`src/rtl/fetch_stage.sv`:
```
// Instruction fetch stage: PC register, instruction-memory address select and
// a two-state IF/ID assembler for one- and two-byte instructions.
//
// Ports:
//   clk, reset        clock, asynchronous active-low reset
//   pc_en, pc_load    PC update enable; load (else increment) when enabled
//   pc_src            load source: 00 r_rb_ex, 01 imem_rdata, 10 r_rb_d, 11 stack_data
//   addr_src          imem address: 00/11 PC, 01 reset vector 0, 10 interrupt vector 1
//   stall             freezes the IF/ID register and the assembler FSM
//   r_rb_ex, r_rb_d, stack_data   branch / jump / return targets
//   imem_rdata        combinational read data for imem_addr
//   imem_addr         combinational instruction-memory address
//   pc                current PC
//   ifid_valid, ifid_instr, ifid_imm, ifid_pc   IF/ID register contents
module fetch_stage #(
    parameter int unsigned AW = 8,
    parameter int unsigned DW = 8
) (
    input  logic          clk,
    input  logic          reset,
    input  logic          pc_en,
    input  logic          pc_load,
    input  logic [1:0]    pc_src,
    input  logic [1:0]    addr_src,
    input  logic          stall,
    input  logic [AW-1:0] r_rb_ex,
    input  logic [AW-1:0] r_rb_d,
    input  logic [AW-1:0] stack_data,
    input  logic [DW-1:0] imem_rdata,
    output logic [AW-1:0] imem_addr,
    output logic [AW-1:0] pc,
    output logic          ifid_valid,
    output logic [DW-1:0] ifid_instr,
    output logic [DW-1:0] ifid_imm,
    output logic [AW-1:0] ifid_pc
);

    localparam int unsigned OPW        = 4;
    localparam logic [OPW-1:0] OP_WIDE = 4'd12;

    typedef enum logic [0:0] {
        F_OP  = 1'b0,
        F_IMM = 1'b1
    } fstate_e;

    fstate_e       state_q, state_d;
    logic [AW-1:0] pc_d;
    logic          valid_d;
    logic [DW-1:0] instr_d, imm_d;
    logic [AW-1:0] ipc_d;
    logic          flush;
    logic          vector_fetch;

    // A PC load redirects the stream, so whatever was being assembled is dead.
    assign flush        = pc_en & pc_load;
    assign vector_fetch = (addr_src == 2'b01) || (addr_src == 2'b10);

    // Instruction-memory address select
    always_comb begin
        unique case (addr_src)
            2'b01:   imem_addr = '0;
            2'b10:   imem_addr = AW'(1);
            default: imem_addr = pc;
        endcase
    end

    // Next PC: load from selected source or increment (wraps naturally)
    always_comb begin
        pc_d = pc;
        if (pc_en) begin
            if (pc_load) begin
                unique case (pc_src)
                    2'b00:   pc_d = r_rb_ex;
                    2'b01:   pc_d = AW'(imem_rdata);
                    2'b10:   pc_d = r_rb_d;
                    default: pc_d = stack_data;
                endcase
            end else begin
                pc_d = pc + AW'(1);
            end
        end
    end

    // Assembler next state and IF/ID next values; flush beats stall beats capture
    always_comb begin
        state_d = state_q;
        valid_d = ifid_valid;
        instr_d = ifid_instr;
        imm_d   = ifid_imm;
        ipc_d   = ifid_pc;
        if (flush) begin
            state_d = F_OP;
            valid_d = 1'b0;
        end else if (!stall) begin
            if (vector_fetch) begin
                // The byte read from a vector slot is an address, not an instruction.
                state_d = F_OP;
                valid_d = 1'b0;
            end else begin
                unique case (state_q)
                    F_OP: begin
                        instr_d = imem_rdata;
                        ipc_d   = pc;
                        imm_d   = '0;
                        if (imem_rdata[DW-1 -: OPW] == OP_WIDE) begin
                            valid_d = 1'b0;
                            state_d = F_IMM;
                        end else begin
                            valid_d = 1'b1;
                        end
                    end
                    F_IMM: begin
                        imm_d   = imem_rdata;
                        valid_d = 1'b1;
                        state_d = F_OP;
                    end
                    default: state_d = F_OP;
                endcase
            end
        end
    end

    // State and output registers
    always_ff @(posedge clk or negedge reset) begin
        if (!reset) begin
            state_q    <= F_OP;
            pc         <= '0;
            ifid_valid <= 1'b0;
            ifid_instr <= '0;
            ifid_imm   <= '0;
            ifid_pc    <= '0;
        end else begin
            state_q    <= state_d;
            pc         <= pc_d;
            ifid_valid <= valid_d;
            ifid_instr <= instr_d;
            ifid_imm   <= imm_d;
            ifid_pc    <= ipc_d;
        end
    end

endmodule

```
`config.mk`:
```
export PLATFORM = sky130hd
export DESIGN_NAME = fetch_stage
export DESIGN_NICKNAME = d
export VERILOG_FILES = /design/src/rtl/fetch_stage.sv
export SDC_FILE = /design/constraint.sdc
export NUM_CORES = 1
export LEC_CHECK = 0
export CAP_MARGIN = 5
export CORE_MARGIN = 4
export CORE_UTILIZATION = 42
export CTS_CLUSTER_SIZE = 14
export DETAILED_ROUTE_END_ITERATION = 10
export PLACE_DENSITY = 0.85
export SKIP_LAST_GASP = 1
export SLEW_MARGIN = 10
export SYNTH_ARGS = -nofsm -noshare
export SYNTH_HDL_FRONTEND = slang
export SYNTH_SLANG_ARGS = --single-unit
```
`constraint.sdc`:
```
create_clock -name clk -period 1.5 [get_ports clk]
set_input_delay 0.225 -clock clk [delete_from_list [all_inputs] [get_ports clk]]
set_output_delay 0.225 -clock clk [all_outputs]
set_load 0.005 [all_outputs]
```
Metal 1:
Supply wires on this layer in grey.
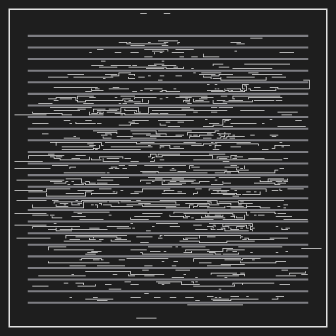
main direction: horizontal
share of all routed wire: 38%
wire length on this layer: 2240 um
longest straight run: 20.7 um

The metal 2 layer:
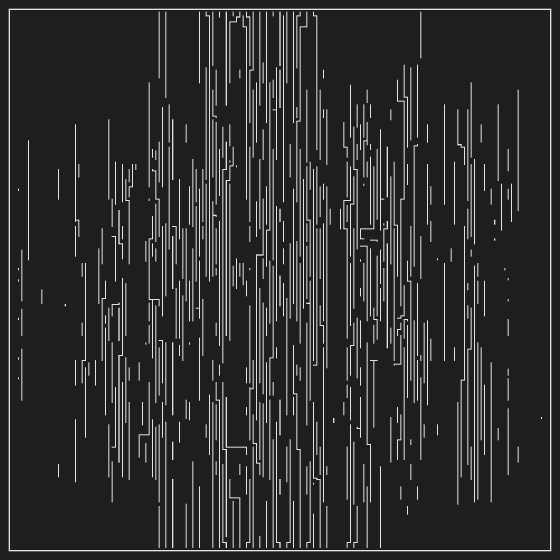
longest straight run: 36.4 um
share of all routed wire: 54%
main direction: vertical
met2 Track Usage GR: 0.413
Vias: 1784
final WL: 5.98 mm

stage by stage:
stage	setup WS (ps)	power [mW]
2_1_floorplan	1.92	1.68
3_3_place_gp	-541	2.39
3_5_place_dp	-555	2.43
4_1_cts	-74.6	3.17
5_1_grt	-6.07	3.41
6_report	28.5	3.25
Yosys cell counts, types with 3 or more instances:
| library cell | count | area, um2 |
|---|---|---|
| a21oi_1 | 7 | 35.0 |
| mux2_2 | 8 | 90.1 |
| nand2_1 | 25 | 93.8 |
| inv_1 | 3 | 11.3 |
| nor2_1 | 5 | 18.8 |
| mux4_2 | 6 | 135 |
| mux2_4 | 10 | 150 |
| nand3_1 | 3 | 15.0 |
| o21ai_0 | 10 | 50.1 |
| mux2i_1 | 4 | 40.0 |
| dfrtp_1 | 34 | 851 |
| and2_1 | 8 | 50.1 |
flip-flops by register name, summed over array words and instances (netlist names):
signal and count:
pc 8, state_q 1, ifid_pc 8, ifid_instr 8
ifid_imm 8, ifid_valid 1
cell type report:
cell class,count,area (um2)
clock buffers,7,86.3
clock inverters,1,5.00
fillers,293,947
inverters,3,13.8
multi-input cells,111,956
flip-flops and latches,34,858
well taps,50,62.6
repair buffers,129,1190
worst max path at each step:
stage | start | to | slack [ps]
floorplan | addr_src[0] | ifid_instr[0] | 2
global placement | addr_src[0] | imem_addr[0] | -540
detailed placement | addr_src[0] | ifid_instr[4] | -560
CTS | addr_src[1] | imem_addr[0] | -70
global route | pc[2] | pc[2] | -6
finish | pc[1] | imem_addr[1] | 30
layer usage:
| metal | global-route usage | vias up | part of all wire |
|---|---|---|---|
| li1 | - | 824 | - |
| met1 | 0.258 | 881 | 0.38 |
| met2 | 0.413 | 68 | 0.54 |
| met3 | 0.0514 | 11 | 0.063 |
| met4 | 0.0865 | 0 | 0.020 |
| met5 | 0 | - | 0 |
cell families (layout without fill, tap and decap cells):
| family | count (synthesis) | after routing | synth area share |
|---|---|---|---|
| AND-OR/OR-AND | 30 | 30 | 0.104 |
| flip-flops | 34 | 34 | 0.464 |
| multiplexers | 29 | 29 | 0.233 |
| AND/OR/NAND/NOR | 50 | 50 | 0.145 |
| adder cells (fa/ha/maj) | 2 | 2 | 0.0136 |
| buffers and inverters | 11 | 140 | 0.0410 |
critical path, stage by stage (launching register included):
cell and delay, ps:
dfrtp_1 390, buf_4 160, and2_1 150, dlygate4sd2_1 260
power groups by stage:
stage,Sequential (mW),Combinational (mW),Clock (mW)
after floorplan,1.26,0.420,0
after global placement,1.26,1.13,0
after detailed placement,1.27,1.17,0
after CTS,1.25,1.21,0.706
after global routing,1.28,1.39,0.746
final,1.25,1.30,0.702
timing repair:
item / CTS / global route
hold buffers: 1 / 0
gates resized: 28 / 14
pin swaps: 3 / 3
setup endpoints to repair: 30 / 33
setup buffers: 6 / 7
endpoints found under the hold margin: 34 / 0
==> run summary <==
run results: total iterations of the first detailed-routing run=4, largest net degree at the start of global routing=35, Longest Clk Path Bufs=2, DRC=0, maximum vdd drop=0.000723 V, power share of the sequential group=0.385, R2R depth=6, Max Slew Vio Count=0, Pleak=roughly 1.4 nW, post-synthesis register bit count=34, Comb pwr share=0.399, final setup violation count=0, crit path kind=reg -> out, I/O pin cnt=between 80 and 90, RSZ-0062 raised after global routing=yes, cell area after layout=3170 um2, placed cell count=313, Nets=327, final core occ=0.770, WP data required=1270 ps, crit end category=output pin, TritonCTS clock tree=yes, synthesis-to-finish area growth=72.8%, Rel. slew slack=0.712, FF-to-FF End=pc[6], die area=between 5000 and 6000 um2, diode count=0, Post-synth EDFFs=0, Top FF cell, synth=dfrtp_1, worst min path class=in -> async, ratio of cells with drive above 1 in the final layout=0.344, DR vias/cell=5.33, vias in the first global route=1872, first-pass GRT wire length=9.31 mm, r2r setup slk=70 ps, status=completed, CTS Buf Count=5, Setup TNS=0 ps, yosys cell count=~160, port buffer count=slightly above 80, Initial DRC Count=126, Latency at later pin=290 ps, synth warn=0, tool warnings=28, most frequent logic cell in the layout=clkdlybuf4s50_1, H-tree levels=2, Total Routing Usage GR=0.227, Tcrit/Tclk final=0.981, core area=4120 um2, Post-Syn Instances=156, Clk pwr share=0.216, asr flop ratio synth=1.00, area of the mapped netlist=1830 um2, detailed placement HPWL=~4.3 mm, Routed Antenna Nets=0, Top Layout Cells=67 x clkdlybuf4s50_1, 43 x buf_4, 28 x dfrtp_1, maxcap violations=0, DIE WIDTH=74.1 um, Mapped Avg Cell Area=11.8 um2, CTS Sinks=34, fp util=0.445, # rows=23, Max Freq=680 MHz, R2R Path Start=pc[1], Mapped Nets=199, placed cell area=2920 um2, Non-Filler Instances=~340, Tmin final=1470 ps, Hold WS=484 ps, Sw Ratio=0.275, clk root buf=clkbuf_8, register area share after synthesis=0.464, YS chip area=1830 um2, Die Span Y=around 74 um, wire per inst=17.9 um, net switching power=0.894 mW, RePlAce Congestion=about 0.80, internal power=2.35 mW, grt ovf=0, Final Hold Violating Endpoints=0, clock slew seen by the registers of the worst setup and hold paths=roughly 70 ps, synth unique cells=39, Arrival @ worst endpoint=1250 ps, crit start category=flip-flop, Worst Max-Slew Pin Slew=around 430 ps, initial antenna violation count=0, CP Max Fanout=4, Power per Cell Area=between 1000 and 1500 nW/um2, worst clock skew=around 9.6 ps
No activity file was given, so power comes from the tool's default toggle rates.
